## config.mk

```make
export PLATFORM = sky130hd
export DESIGN_NAME = wb_queue_flat
export DESIGN_NICKNAME = d
export VERILOG_FILES = /design/src/rtl/wb_queue_if.sv /design/src/rtl/wb_queue.sv /design/src/flat_wrapper.sv
export SDC_FILE = /design/constraint.sdc
export NUM_CORES = 1
export LEC_CHECK = 0
export ABC_AREA = 1
export CORE_ASPECT_RATIO = 0.75
export CORE_MARGIN = 4
export CORE_UTILIZATION = 45
export CTS_CLUSTER_DIAMETER = 100
export CTS_CLUSTER_SIZE = 24
export DETAILED_ROUTE_END_ITERATION = 16
export HOLD_SLACK_MARGIN = 0.03
export PLACE_DENSITY = 0.68
export SYNTH_ARGS = -nofsm -noshare
export SYNTH_HDL_FRONTEND = slang
export SYNTH_SLANG_ARGS = --single-unit
export TNS_END_PERCENT = 1
```

## constraint.sdc

```tcl
create_clock -name clk -period 5.1 [get_ports clk]
set_input_delay 1.02 -clock clk [delete_from_list [all_inputs] [get_ports clk]]
set_output_delay 1.02 -clock clk [all_outputs]
set_load 0.1 [all_outputs]
```

## src/rtl/wb_queue_if.sv

```systemverilog
// wb_queue_if: groups the producer handshakes and the register-file write-back
// port of the write-back queue.
//   alu_*      ALU result handshake (valid/rd/data in, ready out)
//   mem_*      load result handshake (valid/rd/data in, ready out)
//   wb_o, wb_r_o, result_o   write-back strobe/register/data to the register file
//   pending_o  queue occupancy
// modport slave is the queue side; modport master is the surrounding pipeline.
interface wb_queue_if #(
    parameter int W_RD  = 4,
    parameter int W_OPR = 32,
    parameter int W_CNT = 3
);
    logic             alu_valid_i;
    logic [W_RD-1:0]  alu_rd_i;
    logic [W_OPR-1:0] alu_data_i;
    logic             alu_ready_o;
    logic             mem_valid_i;
    logic [W_RD-1:0]  mem_rd_i;
    logic [W_OPR-1:0] mem_data_i;
    logic             mem_ready_o;
    logic             wb_o;
    logic [W_RD-1:0]  wb_r_o;
    logic [W_OPR-1:0] result_o;
    logic [W_CNT-1:0] pending_o;

    modport slave (
        input  alu_valid_i, alu_rd_i, alu_data_i,
        output alu_ready_o,
        input  mem_valid_i, mem_rd_i, mem_data_i,
        output mem_ready_o,
        output wb_o, wb_r_o, result_o, pending_o
    );

    modport master (
        output alu_valid_i, alu_rd_i, alu_data_i,
        input  alu_ready_o,
        output mem_valid_i, mem_rd_i, mem_data_i,
        input  mem_ready_o,
        input  wb_o, wb_r_o, result_o, pending_o
    );
endinterface

```

## src/rtl/wb_queue.sv

```systemverilog
// wb_queue: in-order write-back collector. Accepts up to two results per cycle
// (ALU and load), buffers them in a DEPTH-entry FIFO and retires one entry per
// cycle onto the register-file write-back port.
//   clk  rising-edge clock
//   rst  asynchronous, active-low reset
//   bus  wb_queue_if.slave: producer handshakes, write-back port, occupancy
module wb_queue #(
    parameter int W_RD  = 4,
    parameter int W_OPR = 32,
    parameter int DEPTH = 4,
    parameter int W_CNT = 3
) (
    input  logic         clk,
    input  logic         rst,
    wb_queue_if.slave    bus
);
    localparam int W_PTR = $clog2(DEPTH);

    logic [W_RD-1:0]  rd_q   [DEPTH];
    logic [W_OPR-1:0] data_q [DEPTH];
    logic [W_PTR-1:0] head_q, head_d;
    logic [W_PTR-1:0] tail_q, tail_d;
    logic [W_CNT-1:0] count_q, count_d;

    logic [W_CNT-1:0] free_w;
    logic             alu_push, mem_push, pop;
    logic [W_PTR-1:0] mem_idx;

    // Readies come from registered occupancy only; the pop of this cycle is
    // not credited, which keeps them off the write-back path.
    assign free_w          = W_CNT'(DEPTH) - count_q;
    assign bus.alu_ready_o = (free_w >= W_CNT'(1));
    // A load that arrives with an ALU result needs room for both entries.
    assign bus.mem_ready_o = bus.alu_valid_i ? (free_w >= W_CNT'(2))
                                             : (free_w >= W_CNT'(1));

    assign alu_push = bus.alu_valid_i & bus.alu_ready_o;
    assign mem_push = bus.mem_valid_i & bus.mem_ready_o;
    assign pop      = (count_q != '0);

    // ALU entry takes the tail slot; the load goes behind it when both arrive.
    assign mem_idx  = tail_q + W_PTR'(alu_push);

    always_comb begin
        head_d  = head_q;
        tail_d  = tail_q;
        count_d = count_q;
        if (pop) head_d = head_q + W_PTR'(1);
        tail_d  = tail_q + W_PTR'(alu_push) + W_PTR'(mem_push);
        count_d = count_q + W_CNT'(alu_push) + W_CNT'(mem_push) - W_CNT'(pop);
    end

    always_ff @(posedge clk or negedge rst) begin
        if (!rst) begin
            head_q  <= '0;
            tail_q  <= '0;
            count_q <= '0;
        end else begin
            head_q  <= head_d;
            tail_q  <= tail_d;
            count_q <= count_d;
        end
    end

    // Entry storage needs no reset: only slots between head and tail are read.
    always_ff @(posedge clk) begin
        if (alu_push) begin
            rd_q[tail_q]   <= bus.alu_rd_i;
            data_q[tail_q] <= bus.alu_data_i;
        end
        if (mem_push) begin
            rd_q[mem_idx]   <= bus.mem_rd_i;
            data_q[mem_idx] <= bus.mem_data_i;
        end
    end

    // Head entry is masked when empty so the port reads zero after reset.
    assign bus.wb_o      = pop;
    assign bus.wb_r_o    = pop ? rd_q[head_q]   : '0;
    assign bus.result_o  = pop ? data_q[head_q] : '0;
    assign bus.pending_o = count_q;
endmodule

```

## src/flat_wrapper.sv

```systemverilog
// flat-port wrapper written by rule: the top's interface ports become plain ports
module wb_queue_flat 
#(
    parameter int W_RD  = 4,
    parameter int W_OPR = 32,
    parameter int DEPTH = 4,
    parameter int W_CNT = 3
)
  (clk, rst, bus_alu_valid_i, bus_alu_rd_i, bus_alu_data_i, bus_alu_ready_o, bus_mem_valid_i, bus_mem_rd_i, bus_mem_data_i, bus_mem_ready_o, bus_wb_o, bus_wb_r_o, bus_result_o, bus_pending_o);
  wb_queue_if #(.W_RD(W_RD), .W_OPR(W_OPR), .W_CNT(W_CNT)) bus_i ();
  input  logic clk;
  input  logic rst;
  input wire logic [$bits(bus_i.alu_valid_i)-1:0] bus_alu_valid_i;
  input wire logic [$bits(bus_i.alu_rd_i)-1:0] bus_alu_rd_i;
  input wire logic [$bits(bus_i.alu_data_i)-1:0] bus_alu_data_i;
  output wire logic [$bits(bus_i.alu_ready_o)-1:0] bus_alu_ready_o;
  input wire logic [$bits(bus_i.mem_valid_i)-1:0] bus_mem_valid_i;
  input wire logic [$bits(bus_i.mem_rd_i)-1:0] bus_mem_rd_i;
  input wire logic [$bits(bus_i.mem_data_i)-1:0] bus_mem_data_i;
  output wire logic [$bits(bus_i.mem_ready_o)-1:0] bus_mem_ready_o;
  output wire logic [$bits(bus_i.wb_o)-1:0] bus_wb_o;
  output wire logic [$bits(bus_i.wb_r_o)-1:0] bus_wb_r_o;
  output wire logic [$bits(bus_i.result_o)-1:0] bus_result_o;
  output wire logic [$bits(bus_i.pending_o)-1:0] bus_pending_o;
  assign bus_i.alu_valid_i = bus_alu_valid_i;
  assign bus_i.alu_rd_i = bus_alu_rd_i;
  assign bus_i.alu_data_i = bus_alu_data_i;
  assign bus_alu_ready_o = bus_i.alu_ready_o;
  assign bus_i.mem_valid_i = bus_mem_valid_i;
  assign bus_i.mem_rd_i = bus_mem_rd_i;
  assign bus_i.mem_data_i = bus_mem_data_i;
  assign bus_mem_ready_o = bus_i.mem_ready_o;
  assign bus_wb_o = bus_i.wb_o;
  assign bus_wb_r_o = bus_i.wb_r_o;
  assign bus_result_o = bus_i.result_o;
  assign bus_pending_o = bus_i.pending_o;
  wb_queue #(.W_RD(W_RD), .W_OPR(W_OPR), .DEPTH(DEPTH), .W_CNT(W_CNT)) u_core (.clk(clk), .rst(rst), .bus(bus_i));
endmodule
```

==> qor.yml <==
status:
  status: "completed"
floorplan:
  taps: 247
  design.portCount: 118
  die_h_um: 126.9
global_route:
  antenna_found_initial: 0
  grt_overflow: 0
  grt_pass1_wl_mm: 38.49
  grt_max_degree: 113
  grt_use_met3_pct: 5.265
  top_usage_layer: "met2"
worst_hold_path:
  min_from: "u_core.bus.pending_o[2]"
setup_path:
  start_kind: "register"
  crit_fanout: 37
  crit_required_ns: 4.08
  cp-startpoint: "u_core.head_q[1]"
  crit_slowest_cell: "dfrtp_2"
  cp_slowest_stage_delay_ns: 0.93
  path_class: "register to output port"
  crit_path_end: "bus_result_o[4]"
  path_cells: "inv_2 -> nor2_1 -> o21ai_0 -> a21oi_1 -> buf_4"
final_timing:
  worst-slew-pin-transition_ns: 1.142
  hold_violations: 0
  setup_viol: 0
  fin_skew_ns: 0.01202
clocking:
  cts_tree: "yes"
  numCtsBuffers: 17
  path_clk_slew_ns: 0.06
  cts_repair_resize_count: 0
logic_synthesis:
  ys_sh_aoi_pct: 6.466
  syn-instance-count: 983
  synth-simple-area-share_pct: 32.33
  top_area_cell: "edfxtp_1"
  top_cells_by_count: "nand2_1, nor2_1, edfxtp_1, nand4_1, o21ai_0"
  synth.top_cell.area_share_pct: 51.02
  logic_family: "simple AND/OR/NAND/NOR gates"
  async_flop_share_pct: 4.636
  syn_nets: 1068
  synth.area.top_cells: "edfxtp_1, nand2_1, nand4_1"
placed_design:
  dp_slack_ns: 1.476
  portBuffers: 117
final_layout:
  layout-drive-gt1-share_pct: 9.484
  final_cell_mix: "nand2_1, nor2_1, nand4_1, edfxtp_1, clkdlybuf4s50_1"
  fin_nets: 1137
  mi_logic_area_mm2: 0.003477
  fin_area_mm2: 0.01009
  nMultiInputCombCells: 732
  nonClockInverterCount: 17
  buf_share_pct: 11.86
  largest_class: "sequential cells"
  clk_share_pct: 5.334
drt:
  vias: 7437
  met3_length_mm: 2.429
  routedWlPerCell_um: 18.85
  drt-initial-drc-count: 873
  drtPass1Iterations: 6
  ant_nets: 0
  m1WireLength_mm: 10.66
job:
  cap_violations: 0
Fig. 1: placement view
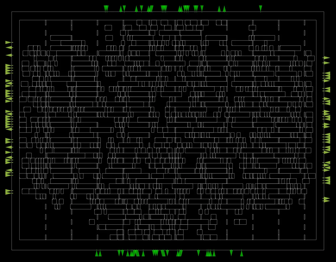
non-filler instance count after layout: 1312
FILL cells: 1655
Core Util, Final: 54.50%

Fig. 2: logic cells by family
Drawn at 3 px/um.
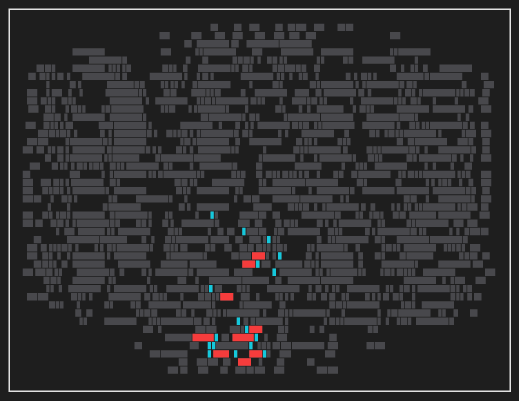
Key: inv cells = cyan [cells 17, most used inv_1, where south]; fa/ha/maj cells = red [cells 9, most used ha_1, where south]
combinational share of cell area: 34.47%
most frequent logic cell in the layout: nand2_1

Fig. 3: wires at chosen ports, followed through buffers
Drawn at 1.5 px/um.
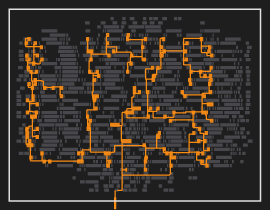
Key: `bus_mem_valid_i` = orange [bits 1, direction input, edge south, end cells 149, buffers 2, wire 1170 um]

